**src/rtl/io_pkg.sv**
```systemverilog
// Shared definitions for the IO timer: register offsets, CTRL/STATUS bit
// positions, counter widths and the prescaler terminal-count helper.
package io_pkg;

   localparam int IO_ADDR_W  = 5;
   localparam int IO_DATA_W  = 8;
   localparam int COUNT_W    = 16;
   localparam int PSC_CNT_W  = 7;

   typedef enum logic [2:0] {
      OFF_CTRL      = 3'd0,
      OFF_STATUS    = 3'd1,
      OFF_COUNT_LO  = 3'd2,
      OFF_COUNT_HI  = 3'd3,
      OFF_RELOAD_LO = 3'd4,
      OFF_RELOAD_HI = 3'd5
   } io_off_e;

   localparam int CTRL_EN      = 0;
   localparam int CTRL_AR      = 1;
   localparam int CTRL_IE      = 2;
   localparam int CTRL_PSC_LSB = 4;
   localparam logic [7:0] CTRL_MASK = 8'h77;

   localparam int STATUS_OVF = 0;

   // Prescaler terminal count for a period of 2^psc cycles.
   function automatic logic [PSC_CNT_W-1:0] psc_mask(input logic [2:0] psc);
      return ~({PSC_CNT_W{1'b1}} << psc);
   endfunction

endpackage

```
**src/rtl/io_timer_if.sv**
```systemverilog
// IO bus bundle between the processor-side IO decoder and the timer.
interface io_timer_if;
   logic                          pause;
   logic [io_pkg::IO_ADDR_W-1:0]  io_readaddr;
   logic [io_pkg::IO_DATA_W-1:0]  io_readdata;
   logic [io_pkg::IO_ADDR_W-1:0]  io_writeaddr;
   logic [io_pkg::IO_DATA_W-1:0]  io_writedata;
   logic                          io_write_en;

   modport master (
      output pause, io_readaddr, io_writeaddr, io_writedata, io_write_en,
      input  io_readdata
   );

   modport slave (
      input  pause, io_readaddr, io_writeaddr, io_writedata, io_write_en,
      output io_readdata
   );
endinterface

```
**src/rtl/io_prescaler.sv**
```systemverilog
// Timer prescaler: one tick every 2^psc enabled cycles; restarts on clr or
// while disabled, and a clr cycle never ticks.
module io_prescaler
   import io_pkg::*;
(
   input  logic       clk,
   input  logic       reset,
   input  logic       en,
   input  logic [2:0] psc,
   input  logic       clr,
   output logic       tick
);

   logic [PSC_CNT_W-1:0] cnt_q, cnt_d;
   logic                 at_tc;

   assign at_tc = (cnt_q == psc_mask(psc));
   assign tick  = en && !clr && at_tc;

   always_comb begin
      cnt_d = cnt_q + PSC_CNT_W'(1);
      if (clr || !en || at_tc)
         cnt_d = '0;
   end

   always_ff @(posedge clk) begin
      if (reset)
         cnt_q <= '0;
      else
         cnt_q <= cnt_d;
   end

endmodule

```
**src/rtl/io_timer.sv**
```systemverilog
// 16-bit down-counting IO timer with prescaler, auto-reload and level irq.
// Optional macro IO_TIMER_SNAPSHOT_EN: COUNT_HI reads return the high byte latched by the last COUNT_LO read.
module io_timer
   import io_pkg::*;
#(
   parameter logic [1:0] BANK = 2'd0
)(
   input  logic        clk,
   input  logic        reset,
   io_timer_if.slave   bus,
   output logic        irq
);

   logic [7:0]         ctrl_q, ctrl_d;
   logic               ovf_q, ovf_d;
   logic [COUNT_W-1:0] count_q, count_d;
   logic [COUNT_W-1:0] reload_q, reload_d;
   logic [7:0]         stage_q, stage_d;
   logic [7:0]         rdata_q, rdata_d;
   logic [7:0]         rd_val, cnt_hi_rd;

   logic       wr_hit, rd_hit, ctrl_wr, tick, ovf_evt;
   logic [2:0] wr_off, rd_off;
   logic [7:0] wdata;

   assign wr_hit  = bus.io_write_en && (bus.io_writeaddr[4:3] == BANK);
   assign wr_off  = bus.io_writeaddr[2:0];
   assign wdata   = bus.io_writedata;
   assign rd_hit  = (bus.io_readaddr[4:3] == BANK);
   assign rd_off  = bus.io_readaddr[2:0];
   assign ctrl_wr = wr_hit && (wr_off == OFF_CTRL);

   io_prescaler u_prescaler (
      .clk   (clk),
      .reset (reset),
      .en    (ctrl_q[CTRL_EN]),
      .psc   (ctrl_q[CTRL_PSC_LSB +: 3]),
      .clr   (ctrl_wr),
      .tick  (tick)
   );

   assign ovf_evt = tick && (count_q == '0);

`ifdef IO_TIMER_SNAPSHOT_EN
   logic [7:0] shadow_q, shadow_d;

   always_comb begin
      shadow_d = shadow_q;
      if (!bus.pause && rd_hit && (rd_off == OFF_COUNT_LO))
         shadow_d = count_q[15:8];
   end

   always_ff @(posedge clk) begin
      if (reset)
         shadow_q <= '0;
      else
         shadow_q <= shadow_d;
   end

   assign cnt_hi_rd = shadow_q;
`else
   assign cnt_hi_rd = count_q[15:8];
`endif

   always_comb begin
      rd_val = 8'h00;
      if (rd_hit) begin
         case (rd_off)
            OFF_CTRL:      rd_val = ctrl_q;
            OFF_STATUS:    rd_val = {7'b0, ovf_q};
            OFF_COUNT_LO:  rd_val = count_q[7:0];
            OFF_COUNT_HI:  rd_val = cnt_hi_rd;
            OFF_RELOAD_LO: rd_val = reload_q[7:0];
            OFF_RELOAD_HI: rd_val = reload_q[15:8];
            default:       rd_val = 8'h00;
         endcase
      end
      rdata_d = bus.pause ? rdata_q : rd_val;
   end

   // Register writes are applied after the tick effects so they win where they must.
   always_comb begin
      ctrl_d   = ctrl_q;
      ovf_d    = ovf_q;
      count_d  = count_q;
      reload_d = reload_q;
      stage_d  = stage_q;

      if (tick) begin
         if (count_q != '0)
            count_d = count_q - COUNT_W'(1);
         else if (ctrl_q[CTRL_AR])
            count_d = reload_q;
      end

      if (ovf_evt && !ctrl_q[CTRL_AR])
         ctrl_d[CTRL_EN] = 1'b0;

      if (wr_hit) begin
         case (wr_off)
            OFF_CTRL:      ctrl_d = wdata & CTRL_MASK;
            OFF_STATUS:    if (wdata[STATUS_OVF]) ovf_d = 1'b0;
            OFF_COUNT_LO:  count_d = {stage_q, wdata};
            OFF_COUNT_HI:  stage_d = wdata;
            OFF_RELOAD_LO: reload_d[7:0] = wdata;
            OFF_RELOAD_HI: reload_d[15:8] = wdata;
            default:       ;
         endcase
      end

      if (ovf_evt)
         ovf_d = 1'b1;
   end

   always_ff @(posedge clk) begin
      if (reset) begin
         ctrl_q   <= '0;
         ovf_q    <= 1'b0;
         count_q  <= '0;
         reload_q <= '0;
         stage_q  <= '0;
         rdata_q  <= '0;
      end else begin
         ctrl_q   <= ctrl_d;
         ovf_q    <= ovf_d;
         count_q  <= count_d;
         reload_q <= reload_d;
         stage_q  <= stage_d;
         rdata_q  <= rdata_d;
      end
   end

   assign bus.io_readdata = rdata_q;
   assign irq             = ovf_q & ctrl_q[CTRL_IE];

endmodule

```
**src/flat_wrapper.sv**
```systemverilog
// flat-port wrapper written by rule: the top's interface ports become plain ports
module io_timer_flat import io_pkg::*;
#(
   parameter logic [1:0] BANK = 2'd0
)
  (clk, reset, irq, bus_pause, bus_io_readaddr, bus_io_writeaddr, bus_io_writedata, bus_io_write_en, bus_io_readdata);
  io_timer_if bus_i ();
  input  logic clk;
  input  logic reset;
  output logic irq;
  input wire logic [$bits(bus_i.pause)-1:0] bus_pause;
  input wire logic [$bits(bus_i.io_readaddr)-1:0] bus_io_readaddr;
  input wire logic [$bits(bus_i.io_writeaddr)-1:0] bus_io_writeaddr;
  input wire logic [$bits(bus_i.io_writedata)-1:0] bus_io_writedata;
  input wire logic [$bits(bus_i.io_write_en)-1:0] bus_io_write_en;
  output wire logic [$bits(bus_i.io_readdata)-1:0] bus_io_readdata;
  assign bus_i.pause = bus_pause;
  assign bus_i.io_readaddr = bus_io_readaddr;
  assign bus_i.io_writeaddr = bus_io_writeaddr;
  assign bus_i.io_writedata = bus_io_writedata;
  assign bus_i.io_write_en = bus_io_write_en;
  assign bus_io_readdata = bus_i.io_readdata;
  io_timer #(.BANK(BANK)) u_core (.clk(clk), .reset(reset), .bus(bus_i), .irq(irq));
endmodule
```
**config.mk**
```make
export PLATFORM = sky130hd
export DESIGN_NAME = io_timer_flat
export DESIGN_NICKNAME = d
export VERILOG_FILES = /design/src/rtl/io_pkg.sv /design/src/rtl/io_timer_if.sv /design/src/rtl/io_prescaler.sv /design/src/rtl/io_timer.sv /design/src/flat_wrapper.sv
export SDC_FILE = /design/constraint.sdc
export NUM_CORES = 1
export LEC_CHECK = 0
export CAP_MARGIN = 20
export CORE_MARGIN = 1.5
export CORE_UTILIZATION = 60
export DETAILED_ROUTE_END_ITERATION = 8
export PLACE_DENSITY = 0.82
export SYNTH_ARGS = -nofsm -noshare
export SYNTH_HDL_FRONTEND = slang
export SYNTH_SLANG_ARGS = --single-unit
```
**constraint.sdc**
```tcl
create_clock -name clk -period 4.1 [get_ports clk]
set_input_delay 0.82 -clock clk [delete_from_list [all_inputs] [get_ports clk]]
set_output_delay 0.82 -clock clk [all_outputs]
set_load 0.05 [all_outputs]
```
**M4 wires**

Drawn at 4 px/um. Supply wires on this layer in gray.
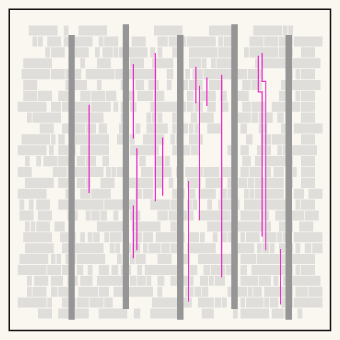
longest straight run: 50.3 um
nets with wire on the layer: 12
share of all routed wire: 3.6%
DR vias: 3427
routed wire length: 10290 um

**Clock routing**

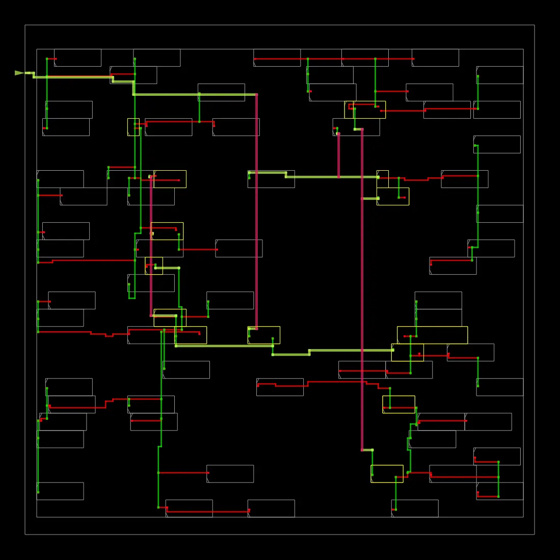
Clock buffer cells: 11
clock sink total: 62
TritonCTS Buffers: 9
Latency at later pin: 330 ps
registers: 62

**A small window of the routed layout**

Window x 30 to 80, y 30 to 80 um. Cells in gray, sequential cells in the stronger gray; small squares are vias.
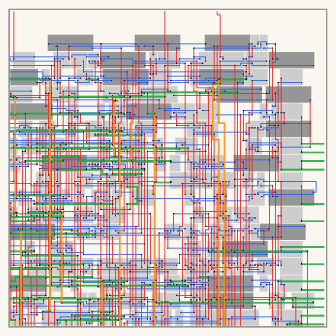
legend:
  orange:
    layer: M4
  green:
    layer: M3
  blue:
    layer: M1
  red:
    layer: M2
most frequent: dfxtp_1 (22), nor2_1 (21)
sequential cells in the window: 22
cells with their middle in the window: 178
netlist names of flops here include: u_core.count_q (8), u_core.bus.io_readdata (7), u_core.reload_q (6)

==> changes_impl.md <==
### Changed

* CTS root buf: clkbuf_8
* Core area at 5608 um2
* Worst Path Arrival at 3030 ps
* Clock skew at 10.88 ps
* Slew margin rel. at 50.38%
* DRC at 0
* CTS H-tree lvls at 3
* Final clock-cell share at 4.648%
* Slowest-stage cell, CP: or4b_4
* Number of endpoints failing setup at the final stage at 0
* Synth warn at 0
* Fill cells at 466
* Worst setup path endpoint: u_core.count_q[4]
* Top cell area share at 34.94%
* RSZ-0062 raised after global routing: false
* Clk pin slew, worst setup/hold paths at 70 ps
* Sequential-to-total area share from yosys stat at 34.94%
* Ant diodes at 0
* Signal buf overhead at 8.002%
* Distinct lib cells at 71
* Leading cell kind: combinational gates
* Worst Setup SP: bus_io_writeaddr[4]
* Worst-path fanout max at 7
* Outcome: finished, final reports clean
* Fin Hold WS at 467.7 ps
* Ys cells at 417
* Reg area at 1241 um2
* Fmax at 0.3572 GHz
* Clk buf depth at 2
* Layout cells sized above 1 at 9.009%
* Fp util at 63.34%
* HPWL Detailed at 7529 um
* Fin crit period at 2799 ps
* Vias in the first global route at 3154
* All-Layer GR Usage at 34.31%
* Pin count of the biggest net entering global routing at 32
* Async S/R FF share, synth at 0%
* CTS tree: done
* Synth top cells by count: nor2_1 (65), dfxtp_1 (62), mux2i_1 (38), nand2_1 (28), nand3_1 (22)
* Worst Max-Slew Pin Slew at 742.1 ps
* Comb. cell area at 2178 um2
* Pwr Total at 1.267 mW
* Synth flops at 62
**Pin placement**

Drawn at 4 px/um. Pins as bars across the die edge, other pins in gray.
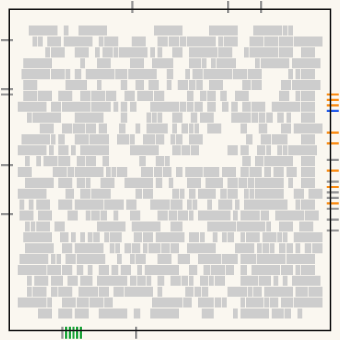
legend:
  blue:
    port: bus_pause
    pins: 1
    direction: input
    edge: right
  orange:
    port: bus_io_readdata
    pins: 8
    direction: output
    edge: right
  green:
    port: bus_io_writeaddr
    pins: 5
    direction: input
    edge: bottom
all pins by edge: 16 right, 7 bottom, 5 left, 3 top
die width: 79.95 um
IO Port Bufs: 30
die height: 79.95 um

**Metal 3**

Drawn at 6 px/um.
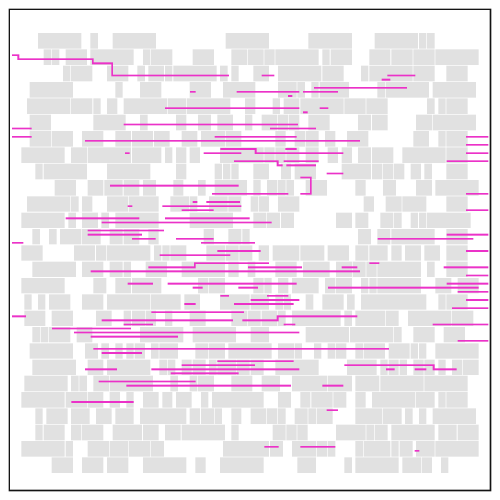
main direction: horizontal
nets with wire on the layer: 76
met3 Use GR: 6.857%

[sequential cells by signal, summed over array words and instances, names as in the netlist]
name                      cells
u_core.bus.io_readdata        8
u_core.ctrl_q                 6
u_core.count_q               16
u_core.stage_q                8
u_core.ovf_q                  1
u_core.reload_q              16
u_core.u_prescaler.cnt_q      7
[cell families (layout without fill, tap and decap cells)]
group	count (synthesis)	after routing	synth area share [%]
flip-flops	62	62	34.94
AND/OR/NAND/NOR	171	171	25.04
AND-OR/OR-AND	102	102	22.02
XOR/XNOR	5	5	1.233
multiplexers	41	41	11.98
buffers and inverters	33	60	3.734
adder cells (fa/ha/maj)	3	3	1.057
[layout by cell type, fill, tap and decap left out, drive strengths merged, types with 4 or more instances in the layout]
cell type | Yosys | final
clkbuf | 17 | 11
o21ai | 14 | 14
mux2i | 38 | 38
nand2 | 29 | 29
nor3 | 5 | 5
nand2b | 6 | 6
dfxtp | 62 | 62
nand3b | 4 | 4
a21oi | 17 | 17
a22oi | 14 | 14
and3 | 8 | 8
nor4 | 8 | 8
o22ai | 9 | 9
buf | 5 | 5
nand3 | 22 | 22
clkdlybuf4s50 | 0 | 29
o31ai | 4 | 4
a211oi | 12 | 12
o211ai | 4 | 4
inv | 11 | 11
nor2 | 67 | 67
[layer usage]
layer / global-route usage (%) / up-vias / part of all wire, % / wire, um
met1: 45.45 / 1625 / 42 / 4357
met2: 53.36 / 177 / 44 / 4545
met4: 15.86 / 0 / 3.6 / 367
li1: - / 1594 / - / -
met5: 0 / - / 0 / 0
met3: 6.857 / 31 / 9.9 / 1015
[power by group]
| part | leakage (nW) | switching [mW] | internal, mW |
|---|---|---|---|
| sequential | 0.500 | 0.00600 | 0.606 |
| combinational | 1.01 | 0.0779 | 0.0481 |
| clock | 0.0952 | 0.237 | 0.292 |
| total | 1.61 | 0.321 | 0.946 |
Power and IR drop assume default switching activity.
